$ cat config.mk
export PLATFORM = sky130hd
export DESIGN_NAME = gslcd_v1_0_pixel_out
export DESIGN_NICKNAME = d
export VERILOG_FILES = /design/src/rtl/gslcd_v1_0_pixel_out.sv
export SDC_FILE = /design/constraint.sdc
export NUM_CORES = 1
export LEC_CHECK = 0
export ABC_AREA = 1
export CORE_ASPECT_RATIO = 1.5
export CORE_MARGIN = 2
export CORE_UTILIZATION = 44
export DETAILED_ROUTE_END_ITERATION = 8
export GPL_TIMING_DRIVEN = 0
export PLACE_DENSITY = 0.88
export SYNTH_ARGS = -nofsm -noshare
export SYNTH_HDL_FRONTEND = slang
export SYNTH_SLANG_ARGS = --single-unit
$ cat constraint.sdc
create_clock -name PCLK -period 1.6 [get_ports PCLK]
set_input_delay 0.32 -clock PCLK [delete_from_list [all_inputs] [get_ports PCLK]]
set_output_delay 0.32 -clock PCLK [all_outputs]
set_load 0.01 [all_outputs]
$ cat src/rtl/gslcd_v1_0_pixel_out.sv
// gslcd_v1_0_pixel_out: pixel output stage of the LCD controller.
// Pulls pixels from the line FIFO while the timing generator reports a read
// window. It delays the syncs and data enable by one PCLK, blanks to black
// after a FIFO underflow until the next frame start, and keeps a sticky
// underflow flag plus a saturating event counter.
// Optional colour-bar test pattern is compiled in when GSLCD_TEST_PATTERN_EN
// is defined; otherwise TEST_PATTERN is accepted but has no effect.
module gslcd_v1_0_pixel_out #(
    parameter int C_DATA_WIDTH          = 24,
    parameter int C_UNDERFLOW_CNT_WIDTH = 16,
    parameter int C_BAR_WIDTH           = 100
) (
    input  logic                             PCLK,
    input  logic                             RESETN,
    input  logic                             EN,
    input  logic                             VSYNC_IN,
    input  logic                             HSYNC_IN,
    input  logic                             ACTIVE_IN,
    input  logic                             RD_ACTIVE_IN,
    input  logic                             FRAME_START_IN,
    input  logic [C_DATA_WIDTH-1:0]          FIFO_DATA,
    input  logic                             FIFO_EMPTY,
    output logic                             FIFO_RD_EN,
    output logic [C_DATA_WIDTH-1:0]          LCD_DATA,
    output logic                             LCD_VSYNC,
    output logic                             LCD_HSYNC,
    output logic                             LCD_DE,
    output logic                             UNDERFLOW,
    output logic [C_UNDERFLOW_CNT_WIDTH-1:0] UNDERFLOW_CNT,
    input  logic                             UNDERFLOW_CLR,
    output logic                             FRAME_SYNC,
    input  logic                             TEST_PATTERN
);

    typedef enum logic [1:0] {
        ST_IDLE       = 2'd0,
        ST_WAIT_FRAME = 2'd1,
        ST_RUN        = 2'd2,
        ST_BLANK      = 2'd3
    } state_t;

    state_t                  state_r;
    state_t                  state_nxt_s;
    logic                    fs_d_r;
    logic                    fs_rise_s;
    logic                    rd_d_r;
    logic                    underflow_s;
    logic                    tp_active_s;
    logic [C_DATA_WIDTH-1:0] tp_pix_s;

    // A frame start is a registered 0->1 edge; the register resets to 0 so a
    // high level seen right after reset counts as an edge.
    assign fs_rise_s = FRAME_START_IN & ~fs_d_r;

`ifdef GSLCD_TEST_PATTERN_EN
    localparam int C_COMP_W    = C_DATA_WIDTH / 3;
    localparam int C_BAR_CNT_W = (C_BAR_WIDTH > 1) ? $clog2(C_BAR_WIDTH) : 1;

    logic                   tp_mode_r;
    logic                   act_d_r;
    logic [C_BAR_CNT_W-1:0] bar_px_r;
    logic [2:0]             bar_idx_r;

    // Bar index to colour: white, yellow, cyan, green, magenta, red, blue, black.
    function automatic logic [C_DATA_WIDTH-1:0] bar_colour(input logic [2:0] idx);
        logic [2:0]              rgb;
        logic [C_DATA_WIDTH-1:0] c;
        case (idx)
            3'd0:    rgb = 3'b111;
            3'd1:    rgb = 3'b110;
            3'd2:    rgb = 3'b011;
            3'd3:    rgb = 3'b010;
            3'd4:    rgb = 3'b101;
            3'd5:    rgb = 3'b100;
            3'd6:    rgb = 3'b001;
            default: rgb = 3'b000;
        endcase
        c = '0;
        c[C_DATA_WIDTH-1 -: C_COMP_W] = {C_COMP_W{rgb[2]}};
        c[2*C_COMP_W-1 -: C_COMP_W]   = {C_COMP_W{rgb[1]}};
        c[C_COMP_W-1 -: C_COMP_W]     = {C_COMP_W{rgb[0]}};
        return c;
    endfunction

    // Latch the pattern request only at frame start so a frame never switches source mid-way.
    always_ff @(posedge PCLK or negedge RESETN) begin
        if (!RESETN) begin
            tp_mode_r <= 1'b0;
        end else if (fs_rise_s) begin
            tp_mode_r <= TEST_PATTERN;
        end
    end

    // Column position as (bar index, pixel within bar); restarts when ACTIVE_IN falls.
    always_ff @(posedge PCLK or negedge RESETN) begin
        if (!RESETN) begin
            act_d_r   <= 1'b0;
            bar_px_r  <= '0;
            bar_idx_r <= 3'd0;
        end else begin
            act_d_r <= ACTIVE_IN;
            if (act_d_r && !ACTIVE_IN) begin
                bar_px_r  <= '0;
                bar_idx_r <= 3'd0;
            end else if (ACTIVE_IN) begin
                if (bar_px_r == C_BAR_CNT_W'(C_BAR_WIDTH - 1)) begin
                    bar_px_r <= '0;
                    if (bar_idx_r != 3'd7) begin
                        bar_idx_r <= bar_idx_r + 3'd1;
                    end
                end else begin
                    bar_px_r <= bar_px_r + C_BAR_CNT_W'(1);
                end
            end
        end
    end

    assign tp_active_s = tp_mode_r & (state_r == ST_RUN);
    assign tp_pix_s    = bar_colour(bar_idx_r);
`else
    logic tp_unused_s;
    localparam int C_BAR_UNUSED = C_BAR_WIDTH;

    assign tp_unused_s = TEST_PATTERN;
    assign tp_active_s = 1'b0;
    assign tp_pix_s    = '0;
`endif

    // State register.
    always_ff @(posedge PCLK or negedge RESETN) begin
        if (!RESETN) begin
            state_r <= ST_IDLE;
        end else begin
            state_r <= state_nxt_s;
        end
    end

    // Next state, FIFO read strobe and underflow detect.
    always_comb begin
        state_nxt_s = state_r;
        underflow_s = 1'b0;
        FIFO_RD_EN  = 1'b0;
        if ((state_r == ST_RUN) && RD_ACTIVE_IN && !tp_active_s) begin
            underflow_s = FIFO_EMPTY;
            FIFO_RD_EN  = ~FIFO_EMPTY;
        end else begin
            underflow_s = 1'b0;
            FIFO_RD_EN  = 1'b0;
        end
        if (!EN) begin
            state_nxt_s = ST_IDLE;
        end else begin
            case (state_r)
                ST_IDLE:       state_nxt_s = ST_WAIT_FRAME;
                ST_WAIT_FRAME: state_nxt_s = fs_rise_s ? ST_RUN : ST_WAIT_FRAME;
                ST_RUN:        state_nxt_s = underflow_s ? ST_BLANK : ST_RUN;
                ST_BLANK:      state_nxt_s = fs_rise_s ? ST_RUN : ST_BLANK;
                default:       state_nxt_s = ST_IDLE;
            endcase
        end
    end

    // Edge detect, read-issued delay and the frame-start pulse to upstream DMA.
    always_ff @(posedge PCLK or negedge RESETN) begin
        if (!RESETN) begin
            fs_d_r     <= 1'b0;
            rd_d_r     <= 1'b0;
            FRAME_SYNC <= 1'b0;
        end else begin
            fs_d_r     <= FRAME_START_IN;
            rd_d_r     <= FIFO_RD_EN;
            FRAME_SYNC <= EN & fs_rise_s;
        end
    end

    // LCD outputs: timing delayed one PCLK, black unless a pixel was fetched, all zero when disabled.
    always_ff @(posedge PCLK or negedge RESETN) begin
        if (!RESETN) begin
            LCD_DE    <= 1'b0;
            LCD_VSYNC <= 1'b0;
            LCD_HSYNC <= 1'b0;
            LCD_DATA  <= '0;
        end else if (!EN || (state_r == ST_IDLE)) begin
            LCD_DE    <= 1'b0;
            LCD_VSYNC <= 1'b0;
            LCD_HSYNC <= 1'b0;
            LCD_DATA  <= '0;
        end else begin
            LCD_DE    <= ACTIVE_IN;
            LCD_VSYNC <= VSYNC_IN;
            LCD_HSYNC <= HSYNC_IN;
            if (ACTIVE_IN && tp_active_s) begin
                LCD_DATA <= tp_pix_s;
            end else if (ACTIVE_IN && rd_d_r) begin
                LCD_DATA <= FIFO_DATA;
            end else begin
                LCD_DATA <= '0;
            end
        end
    end

    // Sticky underflow flag (an event beats a clear) and saturating event counter.
    always_ff @(posedge PCLK or negedge RESETN) begin
        if (!RESETN) begin
            UNDERFLOW     <= 1'b0;
            UNDERFLOW_CNT <= '0;
        end else begin
            if (underflow_s) begin
                UNDERFLOW <= 1'b1;
            end else if (UNDERFLOW_CLR) begin
                UNDERFLOW <= 1'b0;
            end
            if (underflow_s && (UNDERFLOW_CNT != '1)) begin
                UNDERFLOW_CNT <= UNDERFLOW_CNT + C_UNDERFLOW_CNT_WIDTH'(1);
            end
        end
    end

endmodule

Layout detail:
Window x 10 to 50, y 7 to 47 um. Cells in gray, sequential cells in the stronger gray; small squares are vias.
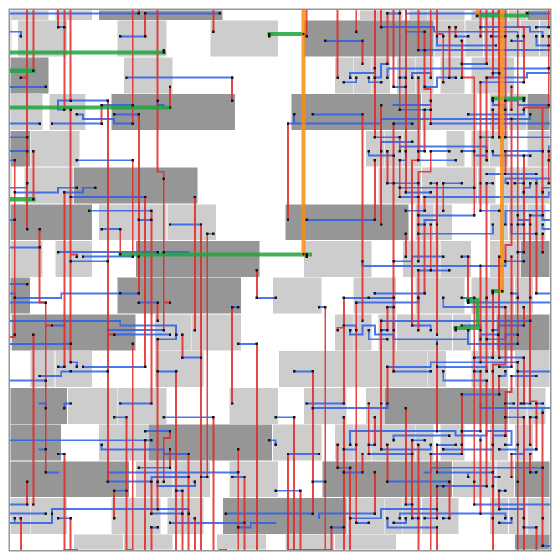
Key: M4 = orange; M1 = blue; M3 = green; M2 = red
115 logic cells have their middle in the window. Netlist names of flops here include LCD_DATA (9), UNDERFLOW_CNT (5). Most frequent: nand2_1 (38), clkdlybuf4s50_1 (18), dfrtp_1 (11). Sequential cells in the window: 14.

==> results_slide.txt <==
Physical Implementation Snapshot

Clocking
  • CTS Buf Count: 5
  • Worst-path clk slew: 0.08 ns

Setup path
  • CP required: around 1.3 ns
  • RR Endpoint: UNDERFLOW_CNT[4]
  • Nature of the critical path startpoint: flip-flop

Logic synthesis
  • Most common reg cell: dfrtp_1
  • Post-synth regs: 49
  • Simple share: 32.43%
  • Ys cells: 226
  • MUX area fraction: 0%

STA
  • Hold WS: about 0.44 ns
  • Slew Limit Fails: 0

Floorplan
  • Std cell rows: 31

Worst hold path
  • Hold EP: rd_d_r

Drt
  • Met3 WL post-DR: between 300 and 400 um

Layout
  • Comb gates: ~150
  • Signal inverters: 18
  • Final clock-cell share: about 3.5%
  • Sequential cells: slightly below 50
  • Layout cell share with drive strength beyond 1: 15.15%

Place
  • RePlAce Congestion: between 0.9 and 1
  • Inst Count DP: 372
  • DP Area: 0.003010 sq mm

Global routing
  • M2 GR Usage: 38.12%
  • First-pass GRT wire length: 8376 um

Run status
  • Status: finished, final reports clean
The metal 3 layer:
The bar under the picture is 20 um long.
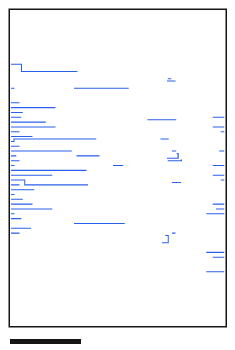
The wires run mostly horizontal. 50 nets have wire on it. The layer holds 6.0% of the routed length. The longest straight run is 23.0 um.
vias: 1879
met3 Use GR: 5.355%
Routed WL: 5276 um

